===== src/rtl/alu_seq_if.sv =====
// Handshake and data bundle for the multi-cycle ALU.
// Valid/ready rule on both sides: a transfer happens on a rising clk edge where
// valid and ready are both 1. The producer holds its payload stable while valid=1
// and ready=0. On the input side op/a/b are only looked at on the transfer edge.
interface alu_seq_if #(
  parameter int WIDTH = 16
);
  logic             in_valid;
  logic             in_ready;
  logic [3:0]       op;
  logic [WIDTH-1:0] a;
  logic [WIDTH-1:0] b;
  logic             out_valid;
  logic             out_ready;
  logic [WIDTH-1:0] result;
  logic [4:0]       flags;

  // Issuing side: drives operations, consumes results
  modport master (
    output in_valid, op, a, b, out_ready,
    input  in_ready, out_valid, result, flags
  );

  // ALU side
  modport slave (
    input  in_valid, op, a, b, out_ready,
    output in_ready, out_valid, result, flags
  );
endinterface


===== src/rtl/alu_seq.sv =====
// Multi-cycle ALU: single-cycle logic/arith/shift ops, iterative MUL/DIVU/REMU
// (one bit per cycle), status flags {dz, v, c, n, z}.
// An op is taken when in_valid & in_ready; the result sits in DONE with out_valid=1
// until out_ready=1. in_ready is only high in IDLE, so the issuing stage stalls for
// the whole BUSY/DONE period.
module alu_seq #(
  parameter int WIDTH   = 16,
  parameter int SHAMT_W = $clog2(WIDTH)
) (
  input  logic       clk,
  input  logic       reset,
  alu_seq_if.slave   bus,
  output logic [1:0] state_dbg
);

  localparam int MSB = WIDTH - 1;

  localparam logic [3:0] OP_ADD  = 4'd0;
  localparam logic [3:0] OP_SUB  = 4'd1;
  localparam logic [3:0] OP_AND  = 4'd2;
  localparam logic [3:0] OP_ORR  = 4'd3;
  localparam logic [3:0] OP_NOT  = 4'd4;
  localparam logic [3:0] OP_TCP  = 4'd5;
  localparam logic [3:0] OP_SHL  = 4'd6;
  localparam logic [3:0] OP_SRA  = 4'd7;
  localparam logic [3:0] OP_SRL  = 4'd8;
  localparam logic [3:0] OP_MUL  = 4'd9;
  localparam logic [3:0] OP_DIVU = 4'd10;
  localparam logic [3:0] OP_REMU = 4'd11;

  localparam logic [WIDTH:0]     ONE_EXT  = (WIDTH + 1)'(1);
  localparam logic [SHAMT_W-1:0] CNT_LAST = SHAMT_W'(WIDTH - 1);

  typedef enum logic [1:0] {
    IDLE = 2'd0,
    BUSY = 2'd1,
    DONE = 2'd2
  } state_t;

  state_t state, state_nxt;

  logic [3:0]         op_q;
  logic [WIDTH-1:0]   a_q;      // MUL: shifted multiplicand; DIV: dividend/quotient shift reg
  logic [WIDTH-1:0]   b_q;      // MUL: shifted multiplier;   DIV: divisor
  logic [WIDTH-1:0]   acc;      // MUL: partial product;      DIV: partial remainder
  logic [SHAMT_W-1:0] cnt;
  logic [WIDTH-1:0]   res_q;
  logic [4:0]         flags_q;

  logic accept;
  logic is_iter;

  assign accept  = bus.in_valid && (state == IDLE);
  assign is_iter = (bus.op == OP_MUL) || (bus.op == OP_DIVU) || (bus.op == OP_REMU);

  // ---------------------------------------------------------------------------
  // Single-cycle datapath, evaluated on the live inputs at the accept edge.
  // Shifts carry one extra guard bit so the last bit shifted out falls into it;
  // with sh==0 the guard bit stays 0, giving c=0.
  // ---------------------------------------------------------------------------
  logic [SHAMT_W-1:0]      sh;
  logic [WIDTH:0]          add_ext;
  logic [WIDTH:0]          sub_ext;
  logic [WIDTH:0]          tcp_ext;
  logic [WIDTH:0]          shl_ext;
  logic [WIDTH:0]          srl_ext;
  logic signed [WIDTH:0]   sra_ext;
  logic [WIDTH-1:0]        sc_res;
  logic                    sc_c;
  logic                    sc_v;

  assign sh      = bus.b[SHAMT_W-1:0];
  assign add_ext = {1'b0, bus.a} + {1'b0, bus.b};
  assign sub_ext = {1'b0, bus.a} + {1'b0, ~bus.b} + ONE_EXT;
  assign tcp_ext = {1'b0, ~bus.a} + ONE_EXT;
  assign shl_ext = {1'b0, bus.a} << sh;
  assign srl_ext = {bus.a, 1'b0} >> sh;
  assign sra_ext = $signed({bus.a, 1'b0}) >>> sh;

  // Result, carry and overflow of the single-cycle ops
  always_comb begin
    sc_res = '0;
    sc_c   = 1'b0;
    sc_v   = 1'b0;
    case (bus.op)
      OP_ADD: begin
        sc_res = add_ext[MSB:0];
        sc_c   = add_ext[WIDTH];
        sc_v   = (bus.a[MSB] == bus.b[MSB]) && (add_ext[MSB] != bus.a[MSB]);
      end
      OP_SUB: begin
        sc_res = sub_ext[MSB:0];
        sc_c   = sub_ext[WIDTH];
        sc_v   = (bus.a[MSB] != bus.b[MSB]) && (sub_ext[MSB] != bus.a[MSB]);
      end
      OP_AND: sc_res = bus.a & bus.b;
      OP_ORR: sc_res = bus.a | bus.b;
      OP_NOT: sc_res = ~bus.a;
      OP_TCP: begin
        sc_res = tcp_ext[MSB:0];
        sc_c   = tcp_ext[WIDTH];
        // only the most negative value stays negative after negation
        sc_v   = bus.a[MSB] && tcp_ext[MSB];
      end
      OP_SHL: begin
        sc_res = shl_ext[MSB:0];
        sc_c   = shl_ext[WIDTH];
      end
      OP_SRA: begin
        sc_res = sra_ext[WIDTH:1];
        sc_c   = sra_ext[0];
      end
      OP_SRL: begin
        sc_res = srl_ext[WIDTH:1];
        sc_c   = srl_ext[0];
      end
      default: ;
    endcase
  end

  // ---------------------------------------------------------------------------
  // Iterative step logic. Restoring division with b==0 subtracts zero every
  // step, which naturally yields quotient all-ones and remainder a.
  // ---------------------------------------------------------------------------
  logic [WIDTH-1:0] mul_acc_nxt;
  logic [WIDTH:0]   div_sh;
  logic             div_ge;
  logic [WIDTH-1:0] div_rem_nxt;
  logic [WIDTH-1:0] div_quo_nxt;
  logic [WIDTH-1:0] iter_res;
  logic             iter_dz;

  assign mul_acc_nxt = b_q[0] ? (acc + a_q) : acc;
  assign div_sh      = {acc, a_q[MSB]};
  assign div_ge      = (div_sh >= {1'b0, b_q});
  // the remainder is always below the divisor, so the low WIDTH bits are exact
  assign div_rem_nxt = div_ge ? (div_sh[MSB:0] - b_q) : div_sh[MSB:0];
  assign div_quo_nxt = {a_q[MSB-1:0], div_ge};

  assign iter_res = (op_q == OP_MUL)  ? mul_acc_nxt :
                    (op_q == OP_DIVU) ? div_quo_nxt : div_rem_nxt;
  assign iter_dz  = (op_q != OP_MUL) && (b_q == '0);

  // FSM state register
  always_ff @(posedge clk or posedge reset) begin
    if (reset) state <= IDLE;
    else       state <= state_nxt;
  end

  // FSM next-state
  always_comb begin
    state_nxt = state;
    case (state)
      IDLE: if (accept) state_nxt = is_iter ? BUSY : DONE;
      BUSY: if (cnt == '0) state_nxt = DONE;
      DONE: if (bus.out_ready) state_nxt = IDLE;
      default: state_nxt = IDLE;
    endcase
  end

  // Operand capture, iteration and result/flag registers
  always_ff @(posedge clk or posedge reset) begin
    if (reset) begin
      op_q    <= '0;
      a_q     <= '0;
      b_q     <= '0;
      acc     <= '0;
      cnt     <= '0;
      res_q   <= '0;
      flags_q <= '0;
    end else begin
      case (state)
        IDLE: begin
          if (accept) begin
            op_q <= bus.op;
            a_q  <= bus.a;
            b_q  <= bus.b;
            acc  <= '0;
            cnt  <= CNT_LAST;
            if (!is_iter) begin
              res_q   <= sc_res;
              flags_q <= {1'b0, sc_v, sc_c, sc_res[MSB], (sc_res == '0)};
            end
          end
        end
        BUSY: begin
          cnt <= cnt - 1'b1;
          if (op_q == OP_MUL) begin
            acc <= mul_acc_nxt;
            a_q <= a_q << 1;
            b_q <= b_q >> 1;
          end else begin
            acc <= div_rem_nxt;
            a_q <= div_quo_nxt;
          end
          if (cnt == '0) begin
            res_q   <= iter_res;
            flags_q <= {iter_dz, 1'b0, 1'b0, iter_res[MSB], (iter_res == '0)};
          end
        end
        default: ;
      endcase
    end
  end

  assign bus.in_ready  = (state == IDLE);
  assign bus.out_valid = (state == DONE);
  assign bus.result    = res_q;
  assign bus.flags     = flags_q;
  assign state_dbg     = state;

endmodule

===== src/flat_wrapper.sv =====
// flat-port wrapper written by rule: the top's interface ports become plain ports
module alu_seq_flat 
#(
  parameter int WIDTH   = 16,
  parameter int SHAMT_W = $clog2(WIDTH)
)
  (clk, reset, state_dbg, bus_in_valid, bus_op, bus_a, bus_b, bus_out_ready, bus_in_ready, bus_out_valid, bus_result, bus_flags);
  alu_seq_if #(.WIDTH(WIDTH)) bus_i ();
  input  logic clk;
  input  logic reset;
  output logic [1:0] state_dbg;
  input wire logic [$bits(bus_i.in_valid)-1:0] bus_in_valid;
  input wire logic [$bits(bus_i.op)-1:0] bus_op;
  input wire logic [$bits(bus_i.a)-1:0] bus_a;
  input wire logic [$bits(bus_i.b)-1:0] bus_b;
  input wire logic [$bits(bus_i.out_ready)-1:0] bus_out_ready;
  output wire logic [$bits(bus_i.in_ready)-1:0] bus_in_ready;
  output wire logic [$bits(bus_i.out_valid)-1:0] bus_out_valid;
  output wire logic [$bits(bus_i.result)-1:0] bus_result;
  output wire logic [$bits(bus_i.flags)-1:0] bus_flags;
  assign bus_i.in_valid = bus_in_valid;
  assign bus_i.op = bus_op;
  assign bus_i.a = bus_a;
  assign bus_i.b = bus_b;
  assign bus_i.out_ready = bus_out_ready;
  assign bus_in_ready = bus_i.in_ready;
  assign bus_out_valid = bus_i.out_valid;
  assign bus_result = bus_i.result;
  assign bus_flags = bus_i.flags;
  alu_seq #(.WIDTH(WIDTH), .SHAMT_W(SHAMT_W)) u_core (.clk(clk), .reset(reset), .bus(bus_i), .state_dbg(state_dbg));
endmodule

===== config.mk =====
export PLATFORM = sky130hd
export DESIGN_NAME = alu_seq_flat
export DESIGN_NICKNAME = d
export VERILOG_FILES = /design/src/rtl/alu_seq_if.sv /design/src/rtl/alu_seq.sv /design/src/flat_wrapper.sv
export SDC_FILE = /design/constraint.sdc
export NUM_CORES = 1
export LEC_CHECK = 0
export ABC_AREA = 1
export CAP_MARGIN = 0
export CORE_ASPECT_RATIO = 0.9
export CORE_UTILIZATION = 55
export CTS_BUF_LIST = sky130_fd_sc_hd__clkbuf_4 sky130_fd_sc_hd__clkbuf_8 sky130_fd_sc_hd__clkbuf_16
export CTS_CLUSTER_SIZE = 14
export DETAILED_ROUTE_END_ITERATION = 10
export PLACE_DENSITY_LB_ADDON = 0.15
export SLEW_MARGIN = 20
export SYNTH_ARGS = -nofsm -noshare
export SYNTH_HDL_FRONTEND = slang
export SYNTH_SLANG_ARGS = --single-unit

===== constraint.sdc =====
create_clock -name clk -period 5.1 [get_ports clk]
set_input_delay 0.765 -clock clk [delete_from_list [all_inputs] [get_ports clk]]
set_output_delay 0.765 -clock clk [all_outputs]
set_load 0.05 [all_outputs]

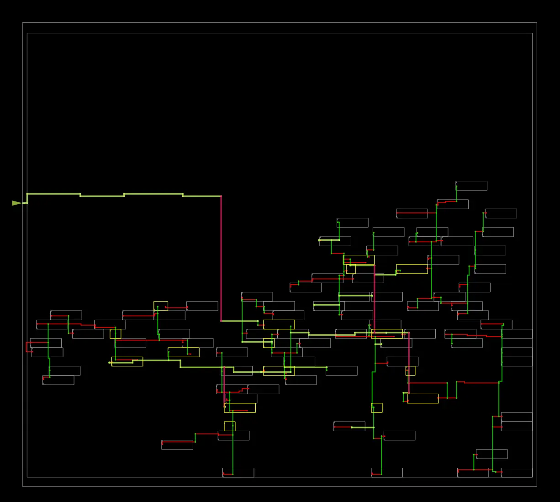
*Clock routing*
power attributed to the clock group: 0.632 mW
flip-flop and latch count: 78
insertion delay to the later sink of the worst-skew pair: 0.35 ns

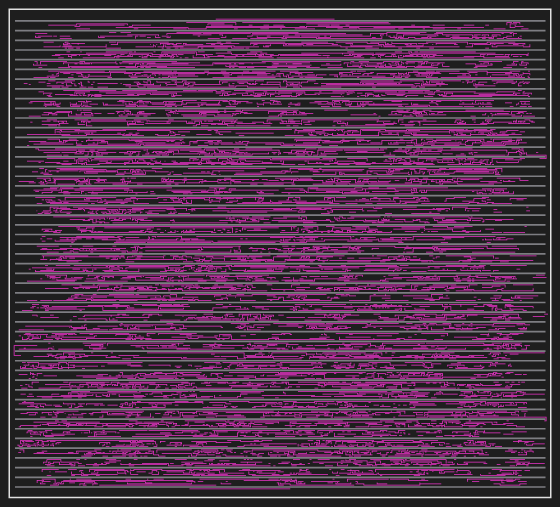
*M1 wires*
Supply wires on this layer in gray.
The layer holds 42% of the routed length. The layer carries 18100 um of wire.
grt met1 use: 60.1%
total vias in the final route: 13475
WL final: 43.4 mm

==> summary.txt <==
Main metrics from the flow reports.

The H-tree depth came out at 3. Looking at the cell usage after synthesis, the top flip-flop cell is dfrtp_1. The number of global-route vias before repair came to 11595. The synthesized netlist handed to floorplanning was reported with a cell count of between 1500 and 2000.

The share of the core filled by cells before placement came out at between 50% and 60%. The number of placement rows is 48. The area share of and/or/nand/nor cells after synthesis came out at a little over two fifths. STA classifies the critical path startpoint as an input pin.

The endpoint arrival time on the critical path is ~4.3 ns. The global-route wire length before repair is between 60 and 70 mm. The area growth from synthesis to layout is 9.84%. The final antenna-violating net count came out at 0.

The global-route track usage on met3 is 15.0%. The final weighted congestion recorded by global placement is 1.02. The most common cell in the synthesized netlist is nand2_1. After synthesis, the cell types taking the most area are nand2_1 19%, dfrtp_1 18%, nand3_1 13%. The total number of yosys warnings is 0. In this run the clock root is driven by a clkbuf_16. The worst endpoint required time is approximately 5.4 ns. The share of power burned in registers is around 23%.

The first-pass detailed-route iteration total came out at 6. The switching component of the power is 2.58 mW. TritonRoute output was used to compute an average wire per cell of a little under 20 um. The power report lists cell-internal power as about 2.1 mW. The total tool warning count came out at slightly below 60. nand2_1 takes more of the synthesized area than any other cell. The post-placement cell count is approximately 2200. Dividing the synthesized area by the synthesized cell count gives ~5.7 um2. The fraction of final layout cells sized beyond drive strength 1 is under 10%.

STA classifies the critical path endpoint as a register. The adder and majority cell fraction of the synthesized area is slightly above 10%. The cell leakage power came out at roughly 6.3 nW. The compound-gate portion of the synthesized area came out at roughly 16%. The number of nets handed over by synthesis was slightly above 2000. Setup repair after global routing left no endpoint under its margin. The combinational group share of total power is 63.7%.

The flow ran to the end, and the final reports show no timing, DRC or antenna violations. The chip occupies around 21000 um2. The final cell count without fillers is 2201.

The xor/xnor share of the synthesized area came out at less than 1%. The core outline area came out at 19400 um2. The critical path start-end classification is in -> reg. In the final report, the number of hold violations comes to 0. The maximum resistive drop on vdd came out at roughly 0.31 mV. The final worst slack is approximately 1.1 ns. The number of fill cells in the layout is between 1500 and 2000.

Summed over all failing endpoints, the final setup total negative slack is 0 ns. The setup slack at placement is 0.972 ns.
-- registers in the layout, summed over array words and instances, names as in the netlist --
signal and cells:
u_core.a_q 16, u_core.cnt 4, u_core.b_q 16, u_core.state_dbg 2, u_core.op_q 4, u_core.bus.flags 5
u_core.acc 16, u_core.bus.result 15
-- through the flow --
step | power, mW | instance area (um2) | util [%]
5_1_grt | 4.99 | 12100 | 62.4
6_report | 4.67 | 12100 | 62.4
3_5_place_dp | 3.94 | 11800 | 60.9
4_1_cts | 4.59 | 12100 | 62.4
3_3_place_gp | 3.90 | 11800 | 60.9
2_1_floorplan | 3.11 | 11000 | -
-- final timing paths --
path                                startpoint                    end  slack, ns  cells past startpoint
max in group asynchronous                reset         u_core.b_q[12]       3.27                      3
max reg2reg                u_core.state_dbg[0]   u_core.bus.result[3]       1.25                      9
min                              u_core.cnt[3]          u_core.cnt[3]       0.48                      2
min in group asynchronous                reset  u_core.bus.result[10]       0.87                      2
min reg2reg                      u_core.cnt[3]          u_core.cnt[3]       0.48                      2
max                                   bus_a[4]    u_core.bus.flags[0]       1.11                     20
-- per-layer routing --
layer	part of all wire [%]	routed length [um]
met5	0.030	13
met4	3.2	1390
met3	15	6720
met2	40	17200
met1	42	18100
-- worst max-delay path, stage by stage --
cell and delay (ns):
clkdlybuf4s50_1 0.45, buf_4 0.21, clkinv_1 0.29, ha_1 0.51
nand2_1 0.11, nor2_1 0.11, nand2_1 0.10, nand3_1 0.16
nand2_1 0.07, nand3_1 0.08, nand3_1 0.25, a21oi_1 0.50
nand2_1 0.10, nor2_1 0.13, nand2_1 0.06, nor2_1 0.10
nand3_1 0.08, nand2_1 0.07, nor2_1 0.05, nor2_1 0.07
-- layout make-up --
class / count / area, um2 / share of cell area (%)
inverters: 238 / 897 / 7.41
clock inverters: 7 / 61.3 / 0.506
diodes: 1 / 2.50 / 0.0207
flip-flops and latches: 78 / 1950 / 16.1
multi-input cells: 1523 / 7790 / 64.3
clock buffers: 9 / 225 / 1.86
repair buffers: 95 / 873 / 7.21
well taps: 250 / 313 / 2.58
-- layout by cell type, fill, tap and decap left out, drive strengths merged, types with 5 or more instances in the layout --
| master | instances |
|---|---|
| xor2 | 9 |
| nand4 | 29 |
| o211ai | 45 |
| nor3 | 13 |
| nor4 | 5 |
| buf | 31 |
| dfrtp | 78 |
| inv | 239 |
| or2 | 7 |
| nand2 | 568 |
| a21oi | 101 |
| nor2 | 205 |
| ha | 83 |
| clkdlybuf4s50 | 64 |
| o21ai | 120 |
| clkbuf | 9 |
| a21o | 5 |
| o22ai | 8 |
| o21bai | 9 |
| nand3 | 281 |
-- power groups by stage --
| stage | clock [mW] | sequential, mW | combinational [mW] |
|---|---|---|---|
| 6_report | 0.632 | 1.06 | 2.98 |
| 5_1_grt | 0.652 | 1.08 | 3.26 |
| 4_1_cts | 0.630 | 1.05 | 2.91 |
| 3_5_place_dp | 0 | 1.06 | 2.88 |
| 3_3_place_gp | 0 | 1.06 | 2.84 |
| 2_1_floorplan | 0 | 1.18 | 1.92 |
Power is estimated from default activity; no workload was simulated.
